===== config.mk =====
export PLATFORM = sky130hd
export DESIGN_NAME = cpu_6502_rmw_unit_flat
export DESIGN_NICKNAME = d
export VERILOG_FILES = /design/src/rtl/cpu_6502_rmw_unit_if.sv /design/src/rtl/cpu_6502_rmw_unit.sv /design/src/flat_wrapper.sv
export SDC_FILE = /design/constraint.sdc
export NUM_CORES = 1
export LEC_CHECK = 0
export ABC_AREA = 1
export CAP_MARGIN = 15
export CORE_MARGIN = 3
export CORE_UTILIZATION = 44
export CTS_BUF_LIST = sky130_fd_sc_hd__clkbuf_16
export DETAILED_ROUTE_END_ITERATION = 10
export GPL_TIMING_DRIVEN = 0
export PLACE_DENSITY = 0.86
export SETUP_SLACK_MARGIN = 0.2
export SLEW_MARGIN = 20
export SYNTH_ARGS = -nofsm -noshare
export SYNTH_HDL_FRONTEND = slang
export SYNTH_SLANG_ARGS = --single-unit

===== constraint.sdc =====
create_clock -name i_clk -period 3.86 [get_ports i_clk]
set_input_delay 0.772 -clock i_clk [delete_from_list [all_inputs] [get_ports i_clk]]
set_output_delay 0.772 -clock i_clk [all_outputs]
set_load 0.02 [all_outputs]

===== src/rtl/cpu_6502_rmw_unit_if.sv =====
// Bus and ALU signal bundle between the RMW sequencer (master) and the
// bus arbiter / CPU ALU (slave). Field names are from the sequencer's view.
interface cpu_6502_rmw_unit_if #(parameter int ADDR_W = 16);
  logic [ADDR_W-1:0] o_bus_addr;
  logic              o_bus_wr;
  logic [7:0]        o_bus_wdata;
  logic [7:0]        i_bus_rdata;
  logic              i_bus_rdy;
  logic [3:0]        o_alu_func;
  logic [7:0]        o_alu_left;
  logic [7:0]        o_alu_right;
  logic              o_alu_c;
  logic [7:0]        i_alu_q;
  logic              i_alu_c;
  logic              i_alu_z;
  logic              i_alu_n;

  modport master (
    output o_bus_addr, o_bus_wr, o_bus_wdata, o_alu_func, o_alu_left, o_alu_right, o_alu_c,
    input  i_bus_rdata, i_bus_rdy, i_alu_q, i_alu_c, i_alu_z, i_alu_n
  );
  modport slave (
    input  o_bus_addr, o_bus_wr, o_bus_wdata, o_alu_func, o_alu_left, o_alu_right, o_alu_c,
    output i_bus_rdata, i_bus_rdy, i_alu_q, i_alu_c, i_alu_z, i_alu_n
  );
endinterface


===== src/rtl/cpu_6502_rmw_unit.sv =====
// Read / dummy-write / final-write sequencer for 2A03 memory RMW instructions.
// Bus outputs are registered; the ALU is fed from the captured operand during DUMMY.
module cpu_6502_rmw_unit #(
  parameter int ADDR_W   = 16,
  parameter bit DUMMY_WR = 1'b1
) (
  input  logic              i_clk,
  input  logic              i_rst,
  input  logic              i_start,
  input  logic [2:0]        i_op,
  input  logic [ADDR_W-1:0] i_addr,
  input  logic              i_c,
  output logic              o_busy,
  output logic              o_done,
  output logic              o_flag_we,
  output logic              o_flag_c_we,
  output logic              o_flag_c,
  output logic              o_flag_z,
  output logic              o_flag_n,
  cpu_6502_rmw_unit_if.master bus
);
  typedef enum logic [1:0] {S_IDLE, S_READ, S_DUMMY, S_WRITE} state_e;

  state_e            state_q, state_d;
  logic [ADDR_W-1:0] addr_q, addr_d;
  logic              wr_q, wr_d;
  logic [7:0]        wdata_q, wdata_d;
  logic [7:0]        data_q, data_d;
  logic [2:0]        op_q, op_d;
  logic              c_q, c_d;
  logic              done_q, done_d;
  logic              cwe_q, cwe_d;
  logic              fc_q, fc_d, fz_q, fz_d, fn_q, fn_d;
  logic              accept;

  assign accept = i_start && (i_op <= 3'd5);

  always_ff @(posedge i_clk or posedge i_rst) begin
    if (i_rst) state_q <= S_IDLE;
    else       state_q <= state_d;
  end

  // every transition waits for the bus to be ready
  always_comb begin
    state_d = state_q;
    if (bus.i_bus_rdy) begin
      case (state_q)
        S_IDLE:  if (accept) state_d = S_READ;
        S_READ:  state_d = S_DUMMY;
        S_DUMMY: state_d = S_WRITE;
        S_WRITE: state_d = S_IDLE;
        default: state_d = S_IDLE;
      endcase
    end
  end

  always_comb begin
    addr_d  = addr_q;
    wr_d    = wr_q;
    wdata_d = wdata_q;
    data_d  = data_q;
    op_d    = op_q;
    c_d     = c_q;
    fc_d    = fc_q;
    fz_d    = fz_q;
    fn_d    = fn_q;
    done_d  = 1'b0;
    cwe_d   = 1'b0;
    if (bus.i_bus_rdy) begin
      case (state_q)
        S_IDLE: if (accept) begin
          addr_d = i_addr;
          op_d   = i_op;
          c_d    = i_c;
          wr_d   = 1'b0;
        end
        S_READ: begin
          data_d  = bus.i_bus_rdata;
          wr_d    = DUMMY_WR;
          wdata_d = DUMMY_WR ? bus.i_bus_rdata : wdata_q;
        end
        // the write-data register doubles as the result register
        S_DUMMY: begin
          wdata_d = bus.i_alu_q;
          fc_d    = bus.i_alu_c;
          fz_d    = bus.i_alu_z;
          fn_d    = bus.i_alu_n;
          wr_d    = 1'b1;
        end
        S_WRITE: begin
          wr_d   = 1'b0;
          done_d = 1'b1;
          cwe_d  = ~op_q[2];
        end
        default: ;
      endcase
    end
  end

  always_ff @(posedge i_clk or posedge i_rst) begin
    if (i_rst) begin
      addr_q  <= '0;
      wr_q    <= 1'b0;
      wdata_q <= 8'h00;
      data_q  <= 8'h00;
      op_q    <= 3'd0;
      c_q     <= 1'b0;
      done_q  <= 1'b0;
      cwe_q   <= 1'b0;
      fc_q    <= 1'b0;
      fz_q    <= 1'b0;
      fn_q    <= 1'b0;
    end else begin
      addr_q  <= addr_d;
      wr_q    <= wr_d;
      wdata_q <= wdata_d;
      data_q  <= data_d;
      op_q    <= op_d;
      c_q     <= c_d;
      done_q  <= done_d;
      cwe_q   <= cwe_d;
      fc_q    <= fc_d;
      fz_q    <= fz_d;
      fn_q    <= fn_d;
    end
  end

  always_comb begin
    bus.o_alu_func = 4'hF;
    if (state_q != S_IDLE) begin
      case (op_q)
        3'd0:    bus.o_alu_func = 4'h8;
        3'd1:    bus.o_alu_func = 4'h9;
        3'd2:    bus.o_alu_func = 4'hA;
        3'd3:    bus.o_alu_func = 4'hB;
        3'd4:    bus.o_alu_func = 4'h5;
        3'd5:    bus.o_alu_func = 4'h7;
        default: bus.o_alu_func = 4'hF;
      endcase
    end
  end

  assign bus.o_alu_left  = data_q;
  assign bus.o_alu_right = 8'h00;
  assign bus.o_alu_c     = c_q;
  assign bus.o_bus_addr  = addr_q;
  assign bus.o_bus_wr    = wr_q;
  assign bus.o_bus_wdata = wdata_q;
  assign o_busy      = (state_q != S_IDLE);
  assign o_done      = done_q;
  assign o_flag_we   = done_q;
  assign o_flag_c_we = cwe_q;
  assign o_flag_c    = fc_q;
  assign o_flag_z    = fz_q;
  assign o_flag_n    = fn_q;
endmodule


===== src/flat_wrapper.sv =====
// flat-port wrapper written by rule: the top's interface ports become plain ports
module cpu_6502_rmw_unit_flat 
#(
  parameter int ADDR_W   = 16,
  parameter bit DUMMY_WR = 1'b1
)
  (i_clk, i_rst, i_start, i_op, i_addr, i_c, o_busy, o_done, o_flag_we, o_flag_c_we, o_flag_c, o_flag_z, o_flag_n, bus_o_bus_addr, bus_o_bus_wr, bus_o_bus_wdata, bus_o_alu_func, bus_o_alu_left, bus_o_alu_right, bus_o_alu_c, bus_i_bus_rdata, bus_i_bus_rdy, bus_i_alu_q, bus_i_alu_c, bus_i_alu_z, bus_i_alu_n);
  cpu_6502_rmw_unit_if #(.ADDR_W(ADDR_W)) bus_i ();
  input  logic i_clk;
  input  logic i_rst;
  input  logic i_start;
  input  logic [2:0] i_op;
  input  logic [ADDR_W-1:0] i_addr;
  input  logic i_c;
  output logic o_busy;
  output logic o_done;
  output logic o_flag_we;
  output logic o_flag_c_we;
  output logic o_flag_c;
  output logic o_flag_z;
  output logic o_flag_n;
  output wire logic [$bits(bus_i.o_bus_addr)-1:0] bus_o_bus_addr;
  output wire logic [$bits(bus_i.o_bus_wr)-1:0] bus_o_bus_wr;
  output wire logic [$bits(bus_i.o_bus_wdata)-1:0] bus_o_bus_wdata;
  output wire logic [$bits(bus_i.o_alu_func)-1:0] bus_o_alu_func;
  output wire logic [$bits(bus_i.o_alu_left)-1:0] bus_o_alu_left;
  output wire logic [$bits(bus_i.o_alu_right)-1:0] bus_o_alu_right;
  output wire logic [$bits(bus_i.o_alu_c)-1:0] bus_o_alu_c;
  input wire logic [$bits(bus_i.i_bus_rdata)-1:0] bus_i_bus_rdata;
  input wire logic [$bits(bus_i.i_bus_rdy)-1:0] bus_i_bus_rdy;
  input wire logic [$bits(bus_i.i_alu_q)-1:0] bus_i_alu_q;
  input wire logic [$bits(bus_i.i_alu_c)-1:0] bus_i_alu_c;
  input wire logic [$bits(bus_i.i_alu_z)-1:0] bus_i_alu_z;
  input wire logic [$bits(bus_i.i_alu_n)-1:0] bus_i_alu_n;
  assign bus_o_bus_addr = bus_i.o_bus_addr;
  assign bus_o_bus_wr = bus_i.o_bus_wr;
  assign bus_o_bus_wdata = bus_i.o_bus_wdata;
  assign bus_o_alu_func = bus_i.o_alu_func;
  assign bus_o_alu_left = bus_i.o_alu_left;
  assign bus_o_alu_right = bus_i.o_alu_right;
  assign bus_o_alu_c = bus_i.o_alu_c;
  assign bus_i.i_bus_rdata = bus_i_bus_rdata;
  assign bus_i.i_bus_rdy = bus_i_bus_rdy;
  assign bus_i.i_alu_q = bus_i_alu_q;
  assign bus_i.i_alu_c = bus_i_alu_c;
  assign bus_i.i_alu_z = bus_i_alu_z;
  assign bus_i.i_alu_n = bus_i_alu_n;
  cpu_6502_rmw_unit #(.ADDR_W(ADDR_W), .DUMMY_WR(DUMMY_WR)) u_core (.i_clk(i_clk), .i_rst(i_rst), .i_start(i_start), .i_op(i_op), .i_addr(i_addr), .i_c(i_c), .o_busy(o_busy), .o_done(o_done), .o_flag_we(o_flag_we), .o_flag_c_we(o_flag_c_we), .o_flag_c(o_flag_c), .o_flag_z(o_flag_z), .o_flag_n(o_flag_n), .bus(bus_i));
endmodule

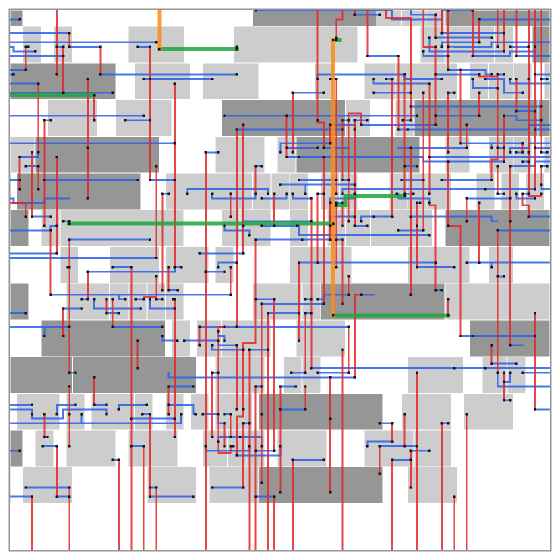
*Zoomed window, run 1*
Region (17, 2) to (57, 42) um. Cells in gray, sequential cells in the stronger gray; small squares are vias.
| color | layer |
|---|---|
| orange | M4 |
| green | M3 |
| blue | M1 |
| red | M2 |
most frequent: nand2_1 (24), clkdlybuf4s50_1 (18)
cells with their middle in the window: 106
sequential cells in the window: 14
netlist names of flops here include: u_core.bus.o_bus_addr (3), u_core.op_q (3), u_core.bus.o_alu_left (2)

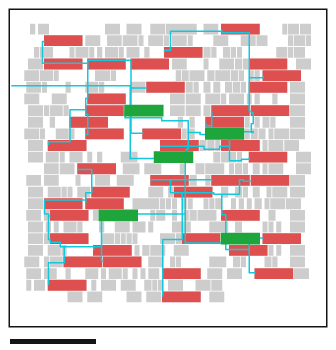
*Clock distribution, run 1*
The bar under the picture is 20 um long.
[green] clock-net drivers | count: 5
[red] flip-flops | count: 43
[cyan] clock wires | length: 495 um
routed clock nets: 6
clock latency on the worst-skew pair: 0.27 ns
Clock power frac: 0.151
clk pwr: 380 uW
Worst Skew: 0.00270 ns

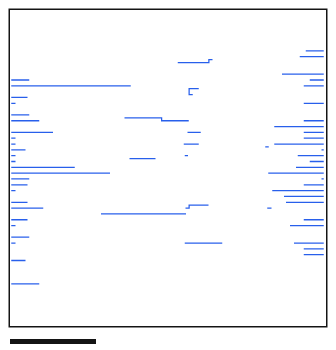
*Metal 3, run 1*
The bar under the picture is 20 um long.
wire length on this layer: 365 um
share of all routed wire: 7.9%
nets with wire on the layer: 56
longest straight run: 27.6 um

==> CHANGELOG.md, run 1 <==
## Flow update

- Status: finished clean
- Vias in the first global route: 1832
- Yosys cell count: 223
- Async S/R FF share, synth: 1.00
- Chip area line of the yosys report: 2020 sq um
- Pre-antenna DRT Iters: 4
- Crit path cell chain: inv_1 > ha_1 > inv_1 > o211ai_1 > clkdlybuf4s50_1
- Met3 Wirelength: 364 um
- Layout non-clock buf frac: 0.326
- Clock buffer count from CTS: 5
- Peak VDD IR: 0.395 mV
- Nonclk buf count: 104
- Tap cells: 52
- Post CTS Setup Buffer Count: 0
- Sequential power share: 0.315
- Routed Antenna Nets: 0
- Core region area: 4380 sq um
- Pin count of the biggest net entering global routing: 27
- First-pass GRT wire length: 7770 um
- Logic cell area: 718 sq um
- Ports: 96
- Sequential area share after synthesis: 0.532
- Synthesis warning total: 0
- GRT Total Usage: 0.185
- Layout fillers: 355
- Clock slew at reported path FFs: 0.05 ns
- Synth Area in Simple Gates: 0.186
- Hold Crit Class: reg -> reg
- Largest register FFs: 16
- Root Buffer: clkbuf_16
- Most frequent CP cell: inv_1
- FMAX: 0.379 GHz
- Sw Ratio: 0.397
- Flop share of the area: 0.344
- Top pwr grp: combinational logic
- Met3 usage: 0.0629
- Crit. End Element: primary output
- Via count: 1762
- P_seq: 796 uW
- Hold depth: 2
- Comb/total area: 0.230
- Gr ovfl total: 0
- WP data arrival: 1.86 ns
- MUX area fraction: 0
- Final setup margin: 1.22 ns
- Total leakage power: 1.55 nW
[run 1: through the flow]
stage | util | hold WS [ns]
global placement | 0.679 | 0.453
floorplan | - | 0.444
finish | 0.713 | 0.468
CTS | 0.713 | 0.473
detailed placement | 0.683 | 0.458
global route | 0.713 | 0.495
[run 1: worst max path at each step]
stage | from | end | slack [ns] | cells after the start
after floorplan | u_core.state_q[1] | bus_o_alu_func[1] | 1.81 | 4
after global placement | i_rst | u_core.bus.o_bus_addr[3] | 1.21 | 2
after detailed placement | u_core.state_q[1] | bus_o_alu_func[1] | 1.51 | 5
after CTS | u_core.state_q[1] | bus_o_alu_func[1] | 1.21 | 5
after global routing | u_core.state_q[1] | bus_o_alu_func[1] | 1.08 | 5
final | u_core.state_q[1] | bus_o_alu_func[1] | 1.22 | 5
### Wiring by layer, run 1

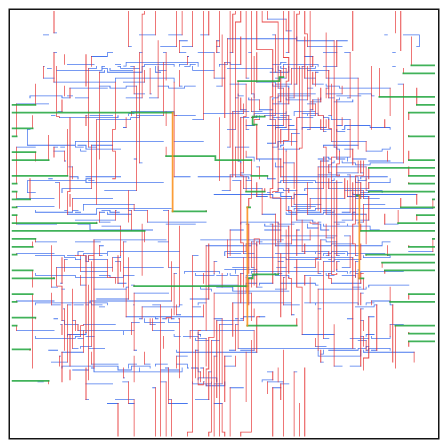

==> inputs of run 2 (changes only) <==
Settings changed: CORE_UTILIZATION 44 to 37, PLACE_DENSITY 0.86 to 0.78.
Clock period 3.86 ns to 2.3 ns, I/O delays scaled along.
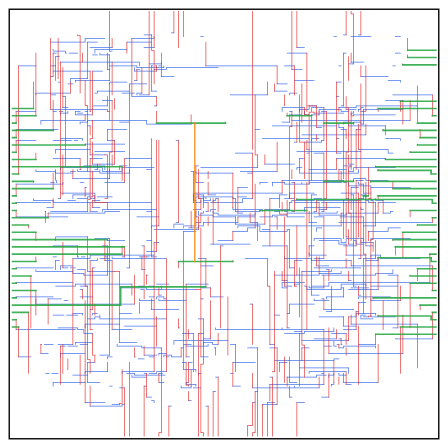
*Wiring by layer, run 2*
| color | layer | wire length |
|---|---|---|
| red | M2 | 2270 um |
| blue | M1 | 2010 um |
| green | M3 | 503 um |
| orange | M4 | 25.8 um |

==> run 2 against run 1 <==
Register-to-register slack got worse by 1.5 ns; worst hold slack worse by 0.013 ns; critical path depth stayed put; flip-flop count unchanged; clock skew is 0.0062 ns higher; critical path type unchanged; largest cell class unchanged.
==> CHANGELOG.md, run 2 <==
## Flow update

- P_seq: 1.34 mW
- Synth Area in Simple Gates: 0.186
- Pin count of the biggest net entering global routing: 23
- Status: finished clean
- Worst Skew: 0.00892 ns
- Layout non-clock buf frac: 0.321
- Ports: 96
- Met3 Wirelength: 502 um
- First-pass GRT wire length: 7970 um
- Hold Crit Class: in -> reg
- Gr ovfl total: 0
- Hold Slack: 0.455 ns
- WP data arrival: 1.53 ns
- Top pwr grp: combinational logic
- Chip area line of the yosys report: 2020 sq um
- Crit. End Element: primary output
- Sequential area share after synthesis: 0.532
- GRT Total Usage: 0.159
- Async S/R FF share, synth: 1.00
- Peak VDD IR: 0.620 mV
- Met3 usage: 0.0621
[run 2: cell counts after synthesis]
Identical to the previous run, type by type.
[run 2: worst max path at each step]
stage	depth (start not counted)	endpoint	slack (ns)	from
finish	5	bus_o_alu_func[1]	0.31	u_core.state_q[1]
global route	5	bus_o_alu_func[1]	0.21	u_core.state_q[1]
CTS	5	bus_o_alu_func[1]	0.23	u_core.state_q[1]
detailed placement	5	bus_o_alu_func[1]	0.28	u_core.state_q[1]
global placement	2	u_core.o_done	-0.07	i_rst
floorplan	4	bus_o_alu_func[1]	0.56	u_core.state_q[1]
[run 2: logic make-up after synthesis]
kind of cell | after synthesis
and+or+nand+nor | 90
AOI/OAI and AO/OA | 37
DFF | 43
buffers and inverters | 48
other | 1
adders and majority gates | 4
No activity file was given, so power comes from the tool's default toggle rates.
